## config.mk

```make
export PLATFORM = sky130hd
export DESIGN_NAME = ram16k_arbiter
export DESIGN_NICKNAME = d
export VERILOG_FILES = /design/src/rtl/memory_pkg.sv /design/src/rtl/rr_arb2.sv /design/src/rtl/ram16k_arbiter.sv
export SDC_FILE = /design/constraint.sdc
export NUM_CORES = 1
export LEC_CHECK = 0
export CORE_MARGIN = 2
export CORE_UTILIZATION = 38
export DETAILED_ROUTE_END_ITERATION = 6
export PLACE_DENSITY = 0.76
export SLEW_MARGIN = 20
export SYNTH_ARGS = -nofsm -noshare
export SYNTH_HDL_FRONTEND = slang
export SYNTH_SLANG_ARGS = --single-unit
```

## constraint.sdc

```tcl
create_clock -name clk -period 1.35 [get_ports clk]
set_input_delay 0.3375 -clock clk [delete_from_list [all_inputs] [get_ports clk]]
set_output_delay 0.3375 -clock clk [all_outputs]
set_load 0.01 [all_outputs]
```

## src/rtl/memory_pkg.sv

```systemverilog
// rtl/memory_pkg.sv - shared widths and request types for the data RAM arbiter
package memory_pkg;

  localparam int WORD_W = 16;
  localparam int ADDR_W = 14;

  typedef struct packed {
    logic              we;
    logic [ADDR_W-1:0] addr;
    logic [WORD_W-1:0] wdata;
  } mem_req_t;

  typedef logic port_id_t;

endpackage

```

## src/rtl/rr_arb2.sv

```systemverilog
// rtl/rr_arb2.sv - two-way round-robin picker, combinational
module rr_arb2
  import memory_pkg::*;
(
  input  logic [1:0] req,
  input  port_id_t   rr_last,
  output logic [1:0] gnt,
  output port_id_t   gnt_id
);

  // A lone requester always wins; on a tie the port that did not win last time goes.
  always_comb begin
    gnt    = 2'b00;
    gnt_id = 1'b0;
    unique case (req)
      2'b01: begin
        gnt    = 2'b01;
        gnt_id = 1'b0;
      end
      2'b10: begin
        gnt    = 2'b10;
        gnt_id = 1'b1;
      end
      2'b11: begin
        gnt_id = ~rr_last;
        gnt    = rr_last ? 2'b01 : 2'b10;
      end
      default: begin
        gnt    = 2'b00;
        gnt_id = 1'b0;
      end
    endcase
  end

endmodule

```

## src/rtl/ram16k_arbiter.sv

```systemverilog
// rtl/ram16k_arbiter.sv - CPU/DMA round-robin sequencer in front of the 16K-word data RAM
module ram16k_arbiter #(
  parameter int WORD_W = memory_pkg::WORD_W,
  parameter int ADDR_W = memory_pkg::ADDR_W,
  parameter int CNT_W  = 16
) (
  input  logic              clk,
  input  logic              rst_n,
  input  logic [1:0]        req_valid,
  output logic [1:0]        req_ready,
  input  logic [1:0]        req_we,
  input  logic [ADDR_W-1:0] req_addr0,
  input  logic [ADDR_W-1:0] req_addr1,
  input  logic [WORD_W-1:0] req_wdata0,
  input  logic [WORD_W-1:0] req_wdata1,
  output logic [1:0]        rsp_valid,
  output logic [WORD_W-1:0] rsp_rdata,
  output logic [ADDR_W-1:0] ram_addr,
  output logic [WORD_W-1:0] ram_in,
  output logic              ram_load,
  input  logic [WORD_W-1:0] ram_out,
  output logic [CNT_W-1:0]  conflict_cnt
);

  import memory_pkg::port_id_t;

  logic [1:0]        gnt;
  port_id_t          gnt_id;
  port_id_t          rr_last;
  logic              grant;

  logic              sel_we;
  logic [ADDR_W-1:0] sel_addr;
  logic [WORD_W-1:0] sel_wdata;

  logic              acc_vld;
  logic              acc_we;
  logic [ADDR_W-1:0] acc_addr;
  logic [WORD_W-1:0] acc_wdata;
  port_id_t          acc_owner;

  rr_arb2 u_rr_arb2 (
    .req     (req_valid),
    .rr_last (rr_last),
    .gnt     (gnt),
    .gnt_id  (gnt_id)
  );

  // Accept nothing while reset is held so that every output reads zero during reset.
  always_comb begin
    req_ready = gnt & {2{rst_n}};
    grant     = |gnt;
    sel_we    = gnt_id ? req_we[1]  : req_we[0];
    sel_addr  = gnt_id ? req_addr1  : req_addr0;
    sel_wdata = gnt_id ? req_wdata1 : req_wdata0;
  end

  // ACC stage: capture the granted request; address/data hold when no grant.
  always_ff @(posedge clk or negedge rst_n) begin
    if (!rst_n) begin
      acc_vld   <= 1'b0;
      acc_we    <= 1'b0;
      acc_addr  <= '0;
      acc_wdata <= '0;
      acc_owner <= 1'b0;
    end else if (grant) begin
      acc_vld   <= 1'b1;
      acc_we    <= sel_we;
      acc_addr  <= sel_addr;
      acc_wdata <= sel_wdata;
      acc_owner <= gnt_id;
    end else begin
      acc_vld   <= 1'b0;
    end
  end

  // RAM is driven straight from ACC; write strobe only for a live write.
  always_comb begin
    ram_addr = acc_addr;
    ram_in   = acc_wdata;
    ram_load = acc_vld & acc_we;
  end

  // Response register: writes echo their data, reads take the RAM output.
  always_ff @(posedge clk or negedge rst_n) begin
    if (!rst_n) begin
      rsp_valid <= 2'b00;
      rsp_rdata <= '0;
    end else begin
      rsp_valid <= 2'b00;
      if (acc_vld) begin
        rsp_valid[acc_owner] <= 1'b1;
        rsp_rdata            <= acc_we ? acc_wdata : ram_out;
      end
    end
  end

  // Remember the last winner; reset value 1 lets port 0 take the first tie.
  always_ff @(posedge clk or negedge rst_n) begin
    if (!rst_n) begin
      rr_last <= 1'b1;
    end else if (grant) begin
      rr_last <= gnt_id;
    end
  end

  // Count cycles where both masters compete, sticking at all-ones.
  always_ff @(posedge clk or negedge rst_n) begin
    if (!rst_n) begin
      conflict_cnt <= '0;
    end else if ((&req_valid) && !(&conflict_cnt)) begin
      conflict_cnt <= conflict_cnt + 1'b1;
    end
  end

endmodule

```

closeup.png
Scale bar: 20 µm. Window x 24 to 74, y 44 to 94 µm. Cells in gray, sequential cells in the stronger gray; small squares are vias.
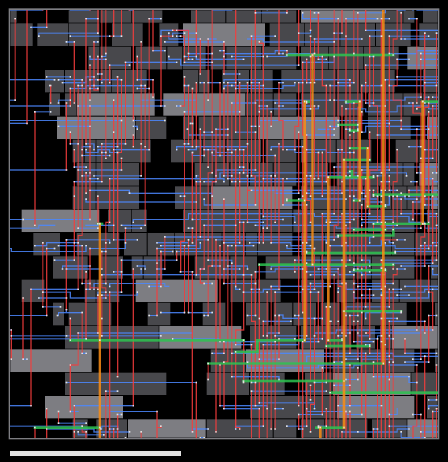
| layer | color |
|---|---|
| M1 | blue |
| M4 | orange |
| M3 | green |
| M2 | red |
cells with their middle in the window: 180
sequential cells in the window: 17
most frequent: buf_4 (30), buf_6 (26), nor2_1 (11)
netlist names of flops here include: conflict_cnt (9), ram_addr (3), rsp_rdata (2)

clock_nets.png
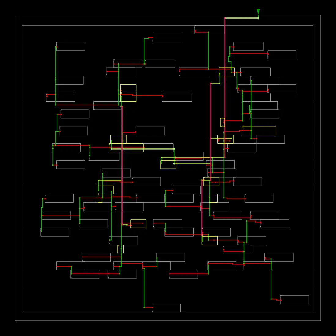
clkbuf count: 12
registers: 68

ff_map.png
Scale bar: 20 µm. Other sequential cells in the stronger gray, the rest of the logic in the fainter gray.
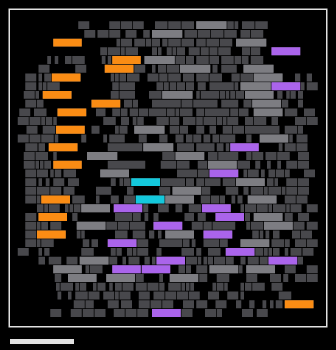
| name in the netlist | color | sequential cells |
|---|---|---|
| rsp_rdata | purple | 16 |
| rsp_valid | cyan | 2 |
| ram_addr | orange | 14 |

==> results_slide.txt <==
Flow Results at a Glance

Critical path
  – Worst path arrival time: between 1 and 1.5 ns

Detailed routing
  – Routed Antenna Nets: 0
  – DR vias: about 3500

Run status
  – Status: finished, violations left
  – Failing checks: setup timing

Placed design
  – Port Buffers: 148

Final timing
  – # setup viols final: ~40
  – Final setup margin: -0.234 ns
  – Part of the cycle the worst path needs: 1.17
  – Fin crit period: ~1.6 ns

Finish
  – Fill cells: about 660
  – Nets: 634
  – Layout area overhead: 73.7%
  – Comb. cell area: about 1700 µm²

Logic synthesis
  – Compound Share, Synth: 0.0935
  – Commonest flop: dfrtp_1
  – YS chip area: 3400 µm²
  – Synth Cell Area: ~3400 µm²
  – EDFF count, synth: 0
  – Cell taking the most area after synthesis: dfrtp_1

Floorplan
  – Num rows: 34
  – Chip area: a little under 10000 µm²

Power and ir drop
  – Cell Pwr Density: ~1200 nW/µm²
  – Peak supply drop: roughly 0.5 mV

CTS
  – CTS H-tree lvls: 3

GRT
  – Largest net degree at the start of global routing: ~40
m1.png
Scale bar: 20 µm.
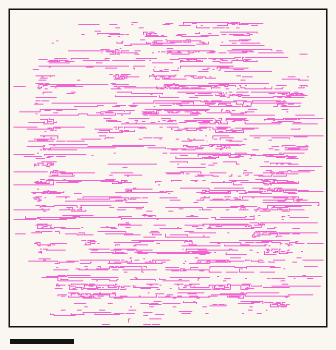
share of all routed wire: 40%
nets with wire on the layer: 560
main direction: horizontal

pinout.png
Scale bar: 20 µm. Pins as bars across the die edge, other pins in gray.
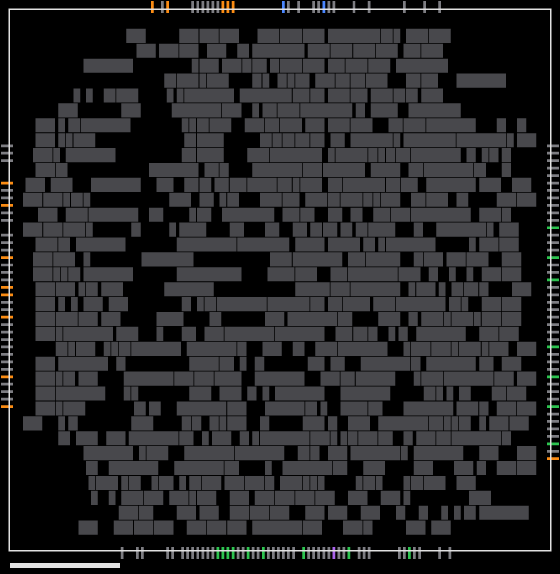
| port | color | pins | direction | edge |
|---|---|---|---|---|
| ram_addr | orange | 14 | output | 8 left, 5 top, 1 right |
| ram_out | green | 16 | input | 9 bottom, 7 right |
| req_valid | blue | 2 | input | top |
| ram_load | purple | 1 | output | bottom |

## report_power, final
group,internal [mW],switching (mW),total [mW]
clock network,1.09,0.800,1.89
registers,2.37,0.264,2.63
logic,1.53,1.16,2.69
total,4.99,2.22,7.21
## worst max-delay path: stages (launching register included)
cell and delay (ns):
dfstp_2 0.56, nand2_2 0.05, and3_4 0.18, buf_6 0.11
## metal layers
| layer | GRT usage | vias to the layer above | wire, µm |
|---|---|---|---|
| li1 | - | 1623 | - |
| met5 | 0 | - | 0 |
| met1 | 0.284 | 1737 | 4770 |
| met2 | 0.417 | 151 | 6100 |
| met3 | 0.0582 | 33 | 721 |
| met4 | 0.0790 | 0 | 323 |
## layout make-up
| cell class | count | share of cell area |
|---|---|---|
| clock buffers | 12 | 0.0246 |
| clock inverters | 4 | 0.0123 |
| inverters | 5 | 0.00318 |
| multi-input cells | 245 | 0.294 |
| flip-flops and latches | 68 | 0.291 |
| well taps | 108 | 0.0229 |
| repair buffers | 222 | 0.353 |
## flip-flops by register name, indices dropped and copies added, names as in the netlist
signal        flops
conflict_cnt     16
rr_last           1
rsp_valid         2
rsp_rdata        16
acc_owner         1
ram_in           16
ram_addr         14
acc_vld           1
acc_we            1
## kinds of logic (layout without fill, tap and decap cells)
kind of cell,count (synthesis),after routing
AOI/OAI and AO/OA,55,55
xor gates and xnor gates,10,10
adders and majority gates,1,1
buffers and inverters,26,243
DFF,68,68
muxes,51,51
and+or+nand+nor,128,128
## worst paths after layout
kind	end	cells after the start	slack (ns)
min in group clk	ram_addr[6]	3	0.35
max in group asynchronous	conflict_cnt[1]	2	0.89
worst min register to register	rsp_valid[0]	1	0.45
worst min-delay path	conflict_cnt[8]	2	0.04
worst max register to register	conflict_cnt[7]	5	-0.19
worst max-delay path	req_ready[1]	3	-0.23
## cells in the final DEF (no fill, tap or decap), types with 6 or more instances in the layout
| master | count |
|---|---|
| buf_4 | 49 |
| buf_6 | 35 |
| nor2_1 | 82 |
| xor2_1 | 6 |
| a21oi_1 | 18 |
| dfrtp_2 | 10 |
| clkbuf_2 | 15 |
| nand4_1 | 7 |
| clkdlybuf4s15_1 | 33 |
| dfrtp_1 | 57 |
| buf_2 | 7 |
| clkbuf_8 | 10 |
| o22ai_1 | 31 |
| mux2i_1 | 17 |
| clkdlybuf4s50_1 | 78 |
| mux2_2 | 31 |
## timing repair
action | 4_1_cts | 5_1_grt
resized | 207 | 40
setup buffers | 20 | 14
hold buffers | 0 | 0
cloned | 1 | 0
endpoints found under the setup margin | 114 | 80
pin swaps | 10 | 7
## per-stage QoR
step,hold WS [ns],utilization,instances,power [mW],cell area [µm²]
2_1_floorplan,0.0419,-,339,3.57,3450
3_3_place_gp,0.409,0.613,617,4.87,5320
3_5_place_dp,0.420,0.613,617,4.93,5320
4_1_cts,0.0447,0.670,653,6.99,5810
5_1_grt,0.0816,0.680,664,7.52,5900
6_report,0.0433,0.680,664,7.21,5900
## cells in the mapped netlist, types with 6 or more instances
cell type / number
xor2_1: 6
mux2i_1: 17
o22ai_1: 31
nor2_1: 83
nand4_1: 7
nand2_1: 6
mux2_2: 32
nand3_1: 9
buf_1: 7
clkbuf_1: 10
dfrtp_1: 67
a21oi_1: 20
No activity file was given, so power comes from the tool's default toggle rates.
